## src/rtl/oam_dma.sv

```systemverilog
// oam_dma: sprite DMA copying one CPU page into OAM port B.
// Define OAM_DMA_ALIGN_EN to insert the get/put alignment cycle after HALT.
module oam_dma #(
    parameter logic [15:0] TRIG_ADDR = 16'h4014,
    parameter int          XFER_LEN  = 256
) (
    input  logic        clk,
    input  logic        res_n,
    input  logic [15:0] cpu_addr,
    input  logic [7:0]  cpu_dout,
    input  logic        cpu_wr,
    input  logic [7:0]  oam_base,
    output logic        cpu_halt,
    output logic        busy,
    output logic [15:0] ram_addr,
    output logic        ram_rd,
    input  logic [7:0]  ram_q,
    output logic [7:0]  oam_addr,
    output logic [7:0]  oam_din,
    output logic        oam_wren,
    output logic        done
);

`ifdef OAM_DMA_ALIGN_EN
    typedef enum logic [2:0] {
        IDLE, HALT, ALIGN, READ, WRITE, FINISH
    } state_t;
`else
    typedef enum logic [2:0] {
        IDLE, HALT, READ, WRITE, FINISH
    } state_t;
`endif

    // idx is one bit wider than a byte so the terminal compare never aliases
    localparam logic [8:0] LAST = 9'(XFER_LEN - 1);

    state_t     state;
    state_t     state_nx;
    logic [7:0] page;
    logic [7:0] base;
    logic [8:0] idx;
    logic       trig;

    assign trig = cpu_wr && (cpu_addr == TRIG_ADDR);

    always_ff @(posedge clk) begin
        if (!res_n) begin
            state <= IDLE;
            page  <= 8'h00;
            base  <= 8'h00;
            idx   <= 9'd0;
        end else begin
            state <= state_nx;
            if (state == IDLE && trig) begin
                page <= cpu_dout;
                base <= oam_base;
                idx  <= 9'd0;
            end else if (state == WRITE) begin
                idx <= idx + 9'd1;
            end
        end
    end

`ifdef OAM_DMA_ALIGN_EN
    // get (0) / put (1) cycle marker
    logic parity;

    always_ff @(posedge clk) begin
        if (!res_n) parity <= 1'b0;
        else        parity <= ~parity;
    end
`endif

    always_comb begin
        state_nx = state;
        cpu_halt = 1'b1;
        busy     = 1'b1;
        ram_addr = 16'h0000;
        ram_rd   = 1'b0;
        oam_addr = 8'h00;
        oam_din  = 8'h00;
        oam_wren = 1'b0;
        done     = 1'b0;
        unique case (state)
            IDLE: begin
                cpu_halt = 1'b0;
                busy     = 1'b0;
                if (trig) state_nx = HALT;
            end
`ifdef OAM_DMA_ALIGN_EN
            HALT:  state_nx = parity ? ALIGN : READ;
            ALIGN: state_nx = READ;
`else
            HALT:  state_nx = READ;
`endif
            READ: begin
                ram_addr = {page, idx[7:0]};
                ram_rd   = 1'b1;
                state_nx = WRITE;
            end
            WRITE: begin
                oam_addr = base + idx[7:0];
                oam_din  = ram_q;
                oam_wren = 1'b1;
                state_nx = (idx == LAST) ? FINISH : READ;
            end
            FINISH: begin
                done     = 1'b1;
                state_nx = IDLE;
            end
            default: state_nx = IDLE;
        endcase
    end

endmodule

```

## config.mk

```make
export PLATFORM = sky130hd
export DESIGN_NAME = oam_dma
export DESIGN_NICKNAME = d
export VERILOG_FILES = /design/src/rtl/oam_dma.sv
export SDC_FILE = /design/constraint.sdc
export NUM_CORES = 1
export LEC_CHECK = 0
export CORE_MARGIN = 4
export CORE_UTILIZATION = 43
export CTS_BUF_LIST = sky130_fd_sc_hd__clkbuf_4 sky130_fd_sc_hd__clkbuf_8
export DETAILED_ROUTE_END_ITERATION = 8
export PLACE_DENSITY_LB_ADDON = 0.05
export SETUP_SLACK_MARGIN = 0.4
export SKIP_CTS_REPAIR_TIMING = 1
export SYNTH_ARGS = -nofsm -noshare
export SYNTH_HDL_FRONTEND = slang
export SYNTH_SLANG_ARGS = --single-unit
```

## constraint.sdc

```tcl
create_clock -name clk -period 3.78 [get_ports clk]
set_input_delay 1.134 -clock clk [delete_from_list [all_inputs] [get_ports clk]]
set_output_delay 1.134 -clock clk [all_outputs]
set_load 0.01 [all_outputs]
```

**Metal 1**

Supply wires on this layer in gray.
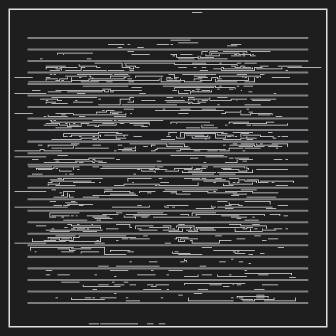
main direction: horizontal
share of all routed wire: 46%
wire length on this layer: 2,290 µm

**M2 wires**

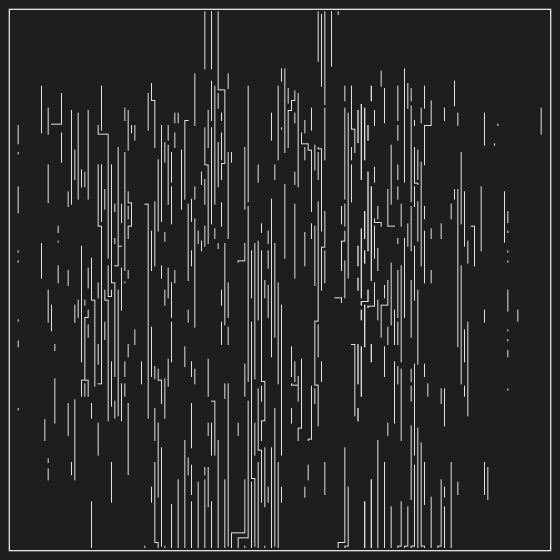
share of all routed wire: 49%
longest straight run: 29.6 µm
wire length on this layer: 2,460 µm
count of vias placed by the detailed router: 1,860
met2 layer usage reported by global route: 32.3%
Total Wirelength: 5020 µm

**Metal 3**

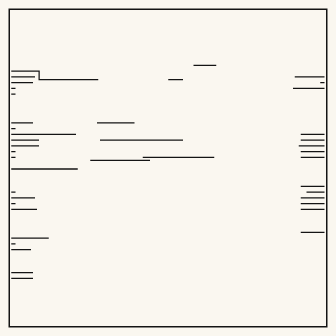
wire length on this layer: 257 µm
nets with wire on the layer: 41
longest straight run: 19.3 µm
GR Util met3: 3.78%

**Routed metal per tile**

Scale bar: 20 µm. 15 x 15 tiles, from dark purple (low) to yellow (high), scaled to the fullest tile. Values are wire area over tile area, all layers added.
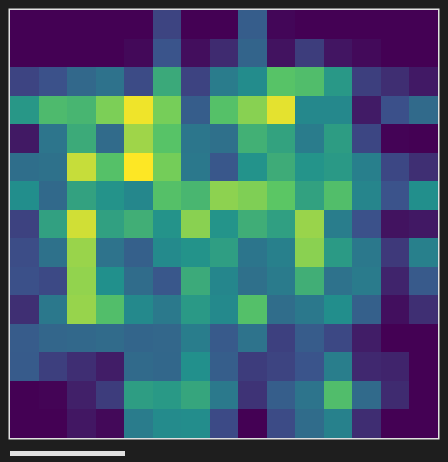
mean over tiles: 0.14
nearly empty tiles: 14%
emptiest ninth of the die: upper right
tiles over half the peak: 28%
fullest tile: 0.40
average wire length per cell after detail routing: 14.5 µm
GRT Total Usage: 18.6%

**Clock routing**

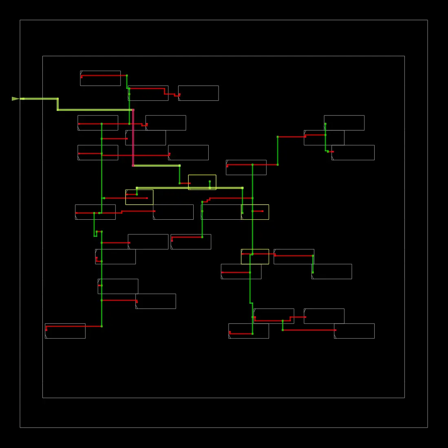
number of sinks on the clock net: 28
Final Skew: 0.00381 ns
Inserted Clock Buffers: 3
Worst-Skew Late Latency: 0.28 ns

==> git commit body <==
Refresh implementation metrics

- The largest registers in the layout are idx x9, base x8, page x8.
* Nets at Floorplan: 272
* Maximum capacitance violations: 0
* Complex-gate fraction of the synthesized area: between 10% and 20%
- Per the detail_route log, met3 wirelength is 257 µm.
- Number of antenna violations at the first check in global routing: 0
* Number of design rule violations left after detail routing: 0
* Horizontal die dimension: around 75 µm
- Sequential portion of the cell area: 20.2%
- R2R cell count: 5
- CTS max path bufs: 2
- Counting both buffers and inverters, the worst setup path holds a total of 1.
* Clock buffer count: 4
- Per the detail_route log, the uppermost layer with routed signals is met4.
* Share of final-layout standard cells stronger than drive strength 1: around 11%
- Number of flip-flops under the largest register name: 9
* Minimum setup slack in the final design: 0.353 ns
- OpenSTA, run right after detailed placement, puts the worst setup slack at 0.413 ns.
* R2R Path Start: state[0]$_SDFFE_PN0P_
- The flow ran to the end, and the final reports show no timing, DRC or antenna violations.
- For this run, combinational gates with multiple inputs come to 169.
- For this design, the slowest cell found on the critical path is sky130_fd_sc_hd__clkdlybuf4s50_1.
- Number of placed instances with taps included: 340
- The most critical setup path has its startpoint at base[2]$_SDFFE_PN0P_.
- Maximum number of pins on one net before global-route repair: 20
- Most congested layer reported by global routing: met2
- Most frequent cells in the layout: 70 x sky130_fd_sc_hd__clkdlybuf4s50_1, 28 x sky130_fd_sc_hd__and2_1, 27 x sky130_fd_sc_hd__dfxtp_1
- Library cell with the largest summed area after synthesis: sky130_fd_sc_hd__dfxtp_1
- The switching component of the power was reported as 0.114 mW.
- Critical path arrival: approximately 2.3 ns
- Largest cell class by area: logic gates
* Clock-cell share of area: 1.98%
- In this run, synthesis inferred 0 flip-flops with an integrated enable.
No activity file was given, so power comes from the tool's default toggle rates.
